$ cat src/rtl/booth_seq_mul16.sv
// rtl/booth_seq_mul16.sv - sequential radix-4 Booth signed multiplier
//
// Purpose: multiplies two N-bit two's-complement operands, retiring one
// radix-4 Booth digit per clock (N/2 iterations), and presents the exact
// 2N-bit signed product with a one-cycle done pulse.
//
// Ports:
//   clk    in   1    clock, rising edge
//   rst_n  in   1    asynchronous active-low reset
//   start  in   1    request a multiply (accepted only when idle)
//   in1    in   N    multiplicand, signed
//   in2    in   N    multiplier, signed
//   out1   out  2N   signed product, held until the next result
//   busy   out  1    high while an operation is in flight (CALC or DONE)
//   done   out  1    one-cycle pulse; out1 valid in that cycle

module booth_seq_mul16 #(
    parameter int N = 16
) (
    input  logic           clk,
    input  logic           rst_n,
    input  logic           start,
    input  logic [N-1:0]   in1,
    input  logic [N-1:0]   in2,
    output logic [2*N-1:0] out1,
    output logic           busy,
    output logic           done
);

    localparam int ITER = N / 2;
    localparam int CW   = (ITER > 1) ? $clog2(ITER) : 1;
    localparam logic [CW-1:0] LAST = CW'(ITER - 1);

    typedef enum logic [1:0] {
        IDLE = 2'd0,
        CALC = 2'd1,
        DONE = 2'd2
    } state_t;

    state_t          state_q;
    logic [N-1:0]    mcand_q;
    logic [N-1:0]    mplier_q;
    logic [2*N-1:0]  acc_q;
    logic [CW-1:0]   cnt_q;
    logic [2*N-1:0]  out1_q;
    logic            busy_q;
    logic            done_q;

    logic [N:0]      mplier_ext;
    logic [N:0]      trip_src;
    logic [2:0]      triplet;
    logic [2*N-1:0]  mc_ext;
    logic [2*N-1:0]  pp_base;
    logic [2*N-1:0]  pp_shifted;
    logic [2*N-1:0]  acc_d;

    // Append the implicit m[-1]=0 below the multiplier, then shift the
    // current digit's three bits down to [2:0].
    always_comb begin
        mplier_ext = {mplier_q, 1'b0};
        trip_src   = mplier_ext >> {cnt_q, 1'b0};
        triplet    = trip_src[2:0];
    end

    // The partial product is built directly at accumulator width so that
    // -2 * (-2^(N-1)) = +2^N is represented exactly instead of wrapping.
    always_comb begin
        mc_ext = {{N{mcand_q[N-1]}}, mcand_q};
        case (triplet)
            3'b001, 3'b010: pp_base = mc_ext;
            3'b011:         pp_base = mc_ext << 1;
            3'b100:         pp_base = -(mc_ext << 1);
            3'b101, 3'b110: pp_base = -mc_ext;
            default:        pp_base = '0;
        endcase
        pp_shifted = pp_base << {cnt_q, 1'b0};
        acc_d      = acc_q + pp_shifted;
    end

    always_ff @(posedge clk or negedge rst_n) begin
        if (!rst_n) begin
            state_q  <= IDLE;
            mcand_q  <= '0;
            mplier_q <= '0;
            acc_q    <= '0;
            cnt_q    <= '0;
            out1_q   <= '0;
            busy_q   <= 1'b0;
            done_q   <= 1'b0;
        end else begin
            case (state_q)
                IDLE: begin
                    if (start) begin
                        mcand_q  <= in1;
                        mplier_q <= in2;
                        acc_q    <= '0;
                        cnt_q    <= '0;
                        busy_q   <= 1'b1;
                        state_q  <= CALC;
                    end
                end
                CALC: begin
                    acc_q <= acc_d;
                    cnt_q <= cnt_q + 1'b1;
                    if (cnt_q == LAST) begin
                        // out1 only ever sees the finished sum.
                        out1_q  <= acc_d;
                        done_q  <= 1'b1;
                        state_q <= DONE;
                    end
                end
                DONE: begin
                    done_q  <= 1'b0;
                    busy_q  <= 1'b0;
                    state_q <= IDLE;
                end
                default: begin
                    done_q  <= 1'b0;
                    busy_q  <= 1'b0;
                    state_q <= IDLE;
                end
            endcase
        end
    end

    assign out1 = out1_q;
    assign busy = busy_q;
    assign done = done_q;

endmodule

$ cat config.mk
export PLATFORM = sky130hd
export DESIGN_NAME = booth_seq_mul16
export DESIGN_NICKNAME = d
export VERILOG_FILES = /design/src/rtl/booth_seq_mul16.sv
export SDC_FILE = /design/constraint.sdc
export NUM_CORES = 1
export LEC_CHECK = 0
export ABC_CLOCK_PERIOD_IN_PS = 5050
export CELL_PAD_IN_SITES_DETAIL_PLACEMENT = 2
export CELL_PAD_IN_SITES_GLOBAL_PLACEMENT = 2
export CORE_AREA = 5 5 153 155
export CTS_CLUSTER_DIAMETER = 150
export DETAILED_ROUTE_END_ITERATION = 12
export DIE_AREA = 0 0 158 160
export GPL_ROUTABILITY_DRIVEN = 1
export PLACE_DENSITY_LB_ADDON = 0.1
export SLEW_MARGIN = 40
export SYNTH_ARGS = -nofsm -noshare
export SYNTH_HDL_FRONTEND = slang
export SYNTH_SLANG_ARGS = --single-unit
$ cat constraint.sdc
create_clock -name clk -period 5.05 [get_ports clk]
set_clock_uncertainty 0.1 [all_clocks]
set_input_delay 0.505 -clock clk [delete_from_list [all_inputs] [get_ports clk]]
set_output_delay 0.505 -clock clk [all_outputs]
set_load 0.01 [all_outputs]
Figure 1. Wiring by layer (run 1).
Scale: 1.5 px per um. Two of the layers only.
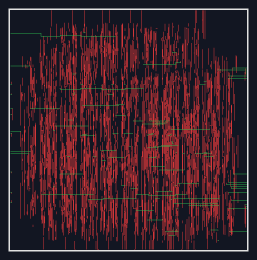
Green shows met3, wire length 954 um. Red shows met2, wire length 17900 um.

Figure 2. Nets reached from selected ports (run 1).
Scale: 1.5 px per um.
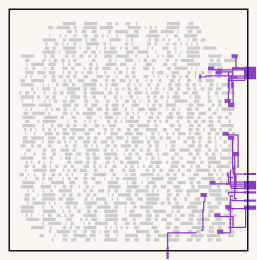
Purple shows in1, bits 16, direction input, edge 15 right, 1 bottom, end cells 16, wire 553 um.
I/O pin cnt: 69
# port buffers: 68

==> flow_summary.json, run 1 <==
{
  "numSynthFlops": 103,
  "dp_hpwl_um": 19900,
  "startpoint_type": "flip-flop",
  "finalWeightedCongestion": 0.875,
  "area_delta_synth_final_pct": 53.2,
  "status": "finished with violations",
  "ctsHoldBuffers": 0,
  "viasPerCell": 5.56,
  "met2_usage_pct": 41.5,
  "grt_overflow": 0,
  "period_needed_ps": 5600,
  "setup_viol": 40,
  "setup-tns-final_ps": -12720,
  "syn_nets": 855,
  "fp-row-count": 54,
  "dp_slack_ps": -727,
  "syn_area_per_cell_sq_um": 9.07,
  "grtUsageTotal_pct": 22.2,
  "final_util_pct": 50.3,
  "globalRouteMet3Util_pct": 2.63,
  "antenna_found_initial": 0,
  "worstSetupEndpointType": "flip-flop",
  "dpl-instance-area_sq_um": 9220,
  "avgRoutedWirePerCell_um": 25.3,
  "clock.latency.late_pin_ps": 380,
  "fill_cells": 2206,
  "clk_path_buf_depth": 2,
  "yosys_cells": 784,
  "arrival_ps": 5710,
  "ys_async_sr_fraction_pct": 100,
  "synth-area-yosys_sq_um": 7110,
  "cts_tree": "done",
  "rsz0062_at_grt": "true",
  "grt_max_degree": 67,
  "cts-resized-gates": 94,
  "edf_count": 0,
  "dieArea_sq_um": 25300,
  "synth_cell_type_count": 70,
  "tightest_slew_ps": 881,
  "die_x_um": 158,
  "cp_slowest_cell": "mux4_2",
  "warnings": 28,
  "violations": "negative setup slack",
  "cpMostUsedCell": "buf_4",
  "fp_util_pct": 32.8,
  "slew_violations": 0,
  "grt_pass1_wl_um": 44800,
  "hold_viol_final": 0,
  "netlist_area_sq_um": 7110,
  "die_height_um": 160,
  "lay_top_count": "buf_4",
  "grt.busiest_layer": "met2",
  "cts_buffers": 9,
  "slew_headroom_pct": 41.2,
  "grt_pass1_vias": 7980,
  "drv_cap": 0,
  "clock-root-buffer": "clkbuf_16",
  "detail_route.drc_violations": 0,
  "required_ps": 5160,
  "dr.pass1.iters": 4,
  "layout.cells.non_filler": 1324,
  "layout_top_cells": "buf_4 (195), nand2_1 (105), dfrtp_1 (101), clkdlybuf4s50_1 (67), nor2_1 (46)",
  "cts_setup_buffers": 29,
  "yosysWarnings": 0,
  "crit_type": "reg2reg",
  "ff_type": "dfrtp_1",
  "finalClockPeriodUsage_pct": 111,
  "seq_area_frac_synth_pct": 36.2,
  "detail-route-antenna-nets": 0,
  "syn_inst": 784,
  "path_max_fanout": 7,
  "cts_max_level": 3,
  "min_path_type": "in2async",
  "core_sq_um": 21700,
  "layout_setup_ws_ps": -552,
  "antenna_cells": 0,
  "finalInstanceArea_sq_um": 10900,
  "nNetsFinal": 1110,
  "cp_slowest_stage_delay_ps": 560,
  "drtIter0Drc": 286,
  "place_inst": 1253,
  "gr-usage-met1_pct": 26.9,
  "cts.sinks": 103,
  "fmax_mhz": 178,
  "clk_pin_slew_worst_paths_ps": 80,
  "fin_hold_ws_ps": 9.61,
  "drive_gt1_share_pct": 41.1
}
Figure 3. Signal wires on met2 (run 1).
Scale: 3 px per um.
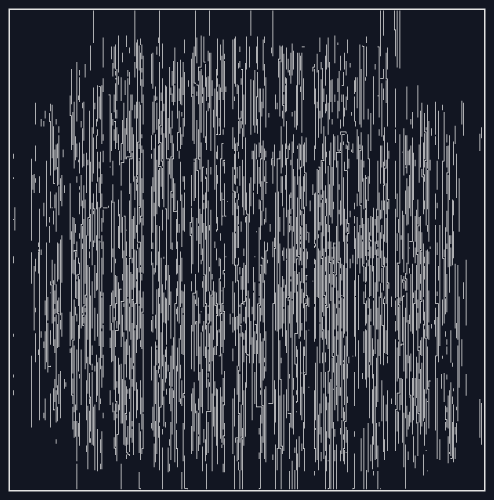
1065 nets have wire on it. The longest straight run is 70.4 um. The wires run mostly vertical.
total routed wirelength: 33500 um
via count: 7366

==> run 1: area by class of cell <==
type / instances / area [sq um] / area share [%]
Sequential cell: 103 / 2580 / 23.7
Clock inverter: 6 / 50.0 / 0.459
Timing Repair Buffer: 286 / 2430 / 22.3
Clock buffer: 10 / 239 / 2.19
Inverter: 20 / 77.6 / 0.712
Multi-Input combinational cell: 619 / 5170 / 47.4
Tap cell: 280 / 350 / 3.21
==> run 1: state kept, by name, indices dropped and copies added, names as in the netlist <==
| name | flops |
|---|---|
| out1 | 32 |
| mplier_q | 16 |
| busy | 1 |
| done | 1 |
| state_q | 2 |
| acc_q | 32 |
| cnt_q | 3 |
| mcand_q | 16 |
==> run 1: path summary, 6_finish.rpt <==
path                                            to            startpoint  slack (ps)  cells past startpoint
min reg2reg                   out1[20]$_DFFE_PN0P_  out1[20]$_DFFE_PN0P_         390                      2
max                          acc_q[26]$_DFFE_PN0P_  cnt_q[0]$_DFFE_PN0P_        -550                     26
min in group clk              out1[20]$_DFFE_PN0P_  out1[20]$_DFFE_PN0P_         390                      2
min                        mplier_q[3]$_DFFE_PN0P_                 rst_n          10                      1
max reg2reg                  acc_q[26]$_DFFE_PN0P_  cnt_q[0]$_DFFE_PN0P_        -550                     26
max in group asynchronous     out1[29]$_DFFE_PN0P_                 rst_n        3890                      2
==> run 1: critical path, delay by kind of cell (launching register included) <==
family                   cells  cell delay (ps)
flip-flops                   1              400
XOR/XNOR                     1              140
adder cells (fa/ha/maj)      1              270
AND-OR/OR-AND                9             1640
buffers and inverters        8             1170
multiplexers                 3             1090
AND/OR/NAND/NOR              4              600
==> run 1: synth_stat cells, types with 3 or more instances <==
cell type,instances,share of area [%]
nand2_1,107,5.6
dfrtp_1,103,36
o21ai_0,66,4.6
nor2_1,56,3.0
mux2_2,42,6.6
a21oi_1,41,2.9
ha_1,35,6.2
clkbuf_1,32,1.7
o22ai_1,25,2.2
mux2i_1,22,3.1
xor2_1,22,2.7
xnor2_1,21,2.6
inv_1,18,0.95
nor3_1,17,1.2
a221oi_1,13,1.6
nand3_1,10,0.70
a22oi_1,9,0.95
a31oi_1,9,0.79
o21ai_1,9,0.63
nand2b_1,8,0.70
o31ai_1,8,0.84
a21o_1,7,0.74
o21a_1,6,0.63
a211oi_1,5,0.53
and3_1,5,0.44
o21bai_1,5,0.53
a211o_1,4,0.49
and2_1,4,0.35
buf_2,4,0.28
nor2b_1,4,0.35
nor4_1,4,0.35
o211ai_1,4,0.42
buf_4,3,0.32
mux4_2,3,0.95
nand4_1,3,0.26
nor3b_1,3,0.32
o22a_1,3,0.37
or3_1,3,0.26
==> run 1: layer usage <==
layer | wire length, um | vias to the layer above
li1 | - | 3368
met1 | 13100 | 3769
met2 | 17900 | 148
met3 | 953 | 81
met4 | 1560 | 0
met5 | 0 | -
==> run 1: cell families after synthesis <==
family | share of synthesized area, %
buffers and inverters | 3.71
xor gates and xnor gates | 5.52
muxes | 12.2
AOI/OAI and AO/OA | 20.9
adders and majority gates | 6.44
and+or+nand+nor | 15.1
DFF | 36.2
Figure 4. Pin map (run 1).
Scale: 3 px per um. Pins as bars across the die edge, other pins in gray.
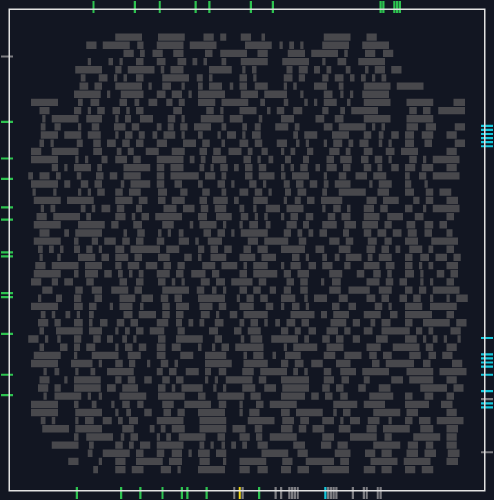

--- run 2 (diff from run 1) ---
--- a/config.mk
+++ b/config.mk
@@ -14,7 +14,7 @@
 export DIE_AREA = 0 0 158 160
 export GPL_ROUTABILITY_DRIVEN = 1
 export PLACE_DENSITY_LB_ADDON = 0.1
-export SLEW_MARGIN = 40
+export SLEW_MARGIN = 20
 export SYNTH_ARGS = -nofsm -noshare
 export SYNTH_HDL_FRONTEND = slang
 export SYNTH_SLANG_ARGS = --single-unit
Figure 5. Pin map (run 2).
Scale: 3 px per um. Pins as bars across the die edge, other pins in gray.
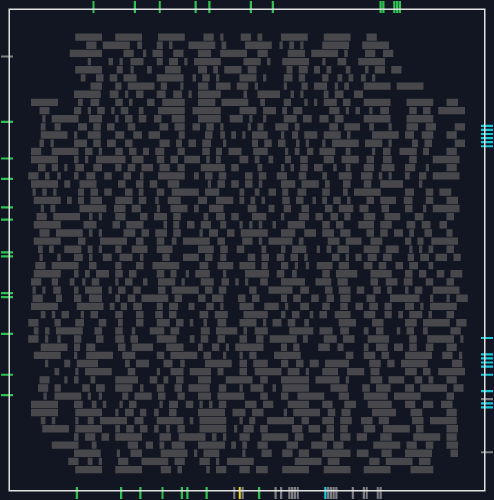
Yellow shows start, pins 1, direction input, edge bottom. Cyan shows in1, pins 16, direction input, edge 15 right, 1 bottom. Green shows out1, pins 32, direction output, edge 12 left, 12 top, 8 bottom.
die width: 158 um
Die Y: 160 um

==> run 2 against run 1 <==
Effect of this change:
- the flow still finishes with violations (negative setup slack)
- setup slack got worse by 59 ps
- synthesized area did not move
- cell area is 1.2% higher
- highest routed layer unchanged
==> flow_summary.json, run 2 <==
{
  "netlist_area_sq_um": 7110,
  "ys_async_sr_fraction_pct": 100,
  "antenna_cells": 0,
  "syn_inst": 784,
  "highest_layer": "met4",
  "yosysWarnings": 0,
  "detail-route-antenna-nets": 0,
  "top_area_cell": "dfrtp_1",
  "slew_violations": 0,
  "cts_tree": "done",
  "portBuffers": 68,
  "grt_overflow": 0,
  "setup_viol": 36,
  "place_inst": 1253,
  "hold_viol_final": 0,
  "topCellsByArea": "dfrtp_1 (36%), mux2_2 (6.6%), ha_1 (6.2%)",
  "synth_cell_type_count": 70,
  "xor_share_pct": 5.52,
  "setup-tns-final_ps": -12550,
  "final_util_pct": 50.9,
  "detail_route.drc_violations": 0,
  "arrival_ps": 5890,
  "clock-root-buffer": "clkbuf_16",
  "clock.latency.late_pin_ps": 390,
  "mux_share_pct": 12.2,
  "topCombFamilyByArea": "AND-OR/OR-AND gates",
  "dieArea_sq_um": 25300,
  "wl_met3_um": 1270,
  "status": "finished with violations",
  "min_path_type": "in2async",
  "antenna_found_initial": 0,
  "grt_pass1_wl_um": 46700,
  "cts.sinks": 103,
  "seq_area_frac_synth_pct": 36.2,
  "core_sq_um": 21700,
  "grt_max_degree": 67,
  "nNetsFinal": 1109,
  "fp-row-count": 54,
  "fmax_mhz": 177,
  "yosys.area_share.aoi_pct": 20.9,
  "adder_share_pct": 6.44,
  "area_delta_synth_final_pct": 55.1,
  "cp_slowest_stage_delay_ps": 510,
  "synthDominantCellAreaShare_pct": 36.2,
  "layout.cells.non_filler": 1323,
  "numSynthFlops": 103,
  "top_cells_by_count": "nand2_1 (107), dfrtp_1 (103), o21ai_0 (66), nor2_1 (56), mux2_2 (42)",
  "finalWeightedCongestion": 0.875,
  "violations": "negative setup slack",
  "startpoint_type": "flip-flop",
  "yosys_cells": 784,
  "drive_gt1_share_pct": 42.6,
  "cts_max_level": 3,
  "dr_wl_met2_um": 19600,
  "required_ps": 5280,
  "syn_area_per_cell_sq_um": 9.07,
  "finalClockPeriodUsage_pct": 112,
  "cp_slowest_cell": "mux4_2",
  "ff_type": "dfrtp_1",
  "wl_met1_um": 13600,
  "simple_gate_area_share_pct": 15.1,
  "tightest_slew_ps": 913,
  "path_max_fanout": 8,
  "dr.pass1.iters": 5,
  "num_io_pins": 69,
  "grt_pass1_vias": 8195,
  "drtIter0Drc": 347,
  "synth-area-yosys_sq_um": 7110,
  "dp_hpwl_um": 19900,
  "clk_pin_slew_worst_paths_ps": 80,
  "layout_top_cells": "buf_4 (195), nand2_1 (102), dfrtp_1 (101), clkdlybuf4s50_1 (67), nor2_1 (44)",
  "slew_headroom_pct": 39.1,
  "warnings": 28,
  "cts_buffers": 9,
  "rsz0062_at_grt": "true",
  "grtUsageTotal_pct": 23.5,
  "period_needed_ps": 5660,
  "viasPerCell": 5.69,
  "lay_top_count": "buf_4",
  "worstSetupEndpointType": "flip-flop",
  "edf_count": 0,
  "fp_util_pct": 32.8,
  "layout_setup_ws_ps": -612,
  "drv_cap": 0,
  "clk_path_buf_depth": 2,
  "syn_nets": 855,
  "synth.most_common_cell": "nand2_1",
  "crit_type": "reg2reg"
}
Figure 6. Wiring by layer (run 2).
Scale: 1.5 px per um. Two of the layers only.
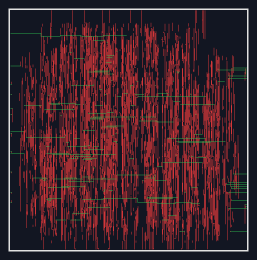
via count: 7534
total routed wirelength: 35800 um
Avg WL per Cell: 27.1 um

## run 2: cell counts after synthesis
Identical to the previous run, type by type.
## run 2: layer usage
metal / GRT usage (%) / vias to the layer above
met3: 2.84 / 90
met4: 7.72 / 0
met5: 0 / -
met2: 43.8 / 192
li1: - / 3371
met1: 27.4 / 3881
## run 2: final cells by class
class                      count  area, sq um
inverter                      20         75.1
fill                        2205        10700
sequential                   103         2580
clock inverter                 7         86.3
timing repair buffer         284         2410
multi-input combinational    620         5300
tap                          280          350
clock buffer                   9          225
## run 2: critical path: cells and delay by family, from the launching register on
family	cells	cell delay, ps
compound gates	6	1160
xor+xnor	1	350
fa+ha+maj	1	330
buf+inv	7	1120
flops	1	420
mux	4	1180
simple gates	6	950
## run 2: per-stage QoR
| stage | cell area, sq um | setup slack [ps] | hold slack, ps |
|---|---|---|---|
| global route | 11000 | -744 | 205 |
| global placement | 9210 | -413 | 366 |
| CTS | 10300 | -314 | 193 |
| floorplan | 7110 | 30.2 | 109 |
| finish | 11000 | -612 | 126 |
| detailed placement | 9210 | -734 | 378 |
## run 2: final timing paths
check,startpoint,endpoint,cells past startpoint,slack [ps]
max in group asynchronous,rst_n,out1[26]$_DFFE_PN0P_,2,3670
hold reg to reg,out1[20]$_DFFE_PN0P_,out1[20]$_DFFE_PN0P_,2,390
min in group clk,out1[20]$_DFFE_PN0P_,out1[20]$_DFFE_PN0P_,2,390
setup reg to reg,cnt_q[0]$_DFFE_PN0P_,out1[25]$_DFFE_PN0P_,25,-610
setup / recovery,cnt_q[0]$_DFFE_PN0P_,out1[25]$_DFFE_PN0P_,25,-610
hold / removal,rst_n,mplier_q[5]$_DFFE_PN0P_,1,130
## run 2: what timing repair did
action / in CTS / in global routing
cloned: 0 / 1
hold buffers: 0 / 0
gates resized: 119 / 116
pin swaps: 56 / 89
setup buffers: 33 / 27
endpoints found under the setup margin: 39 / 46
## run 2: logic make-up after synthesis
family | after synthesis
xor gates and xnor gates | 44
DFF | 103
buffers and inverters | 62
AOI/OAI and AO/OA | 232
and+or+nand+nor | 235
muxes | 72
adders and majority gates | 36
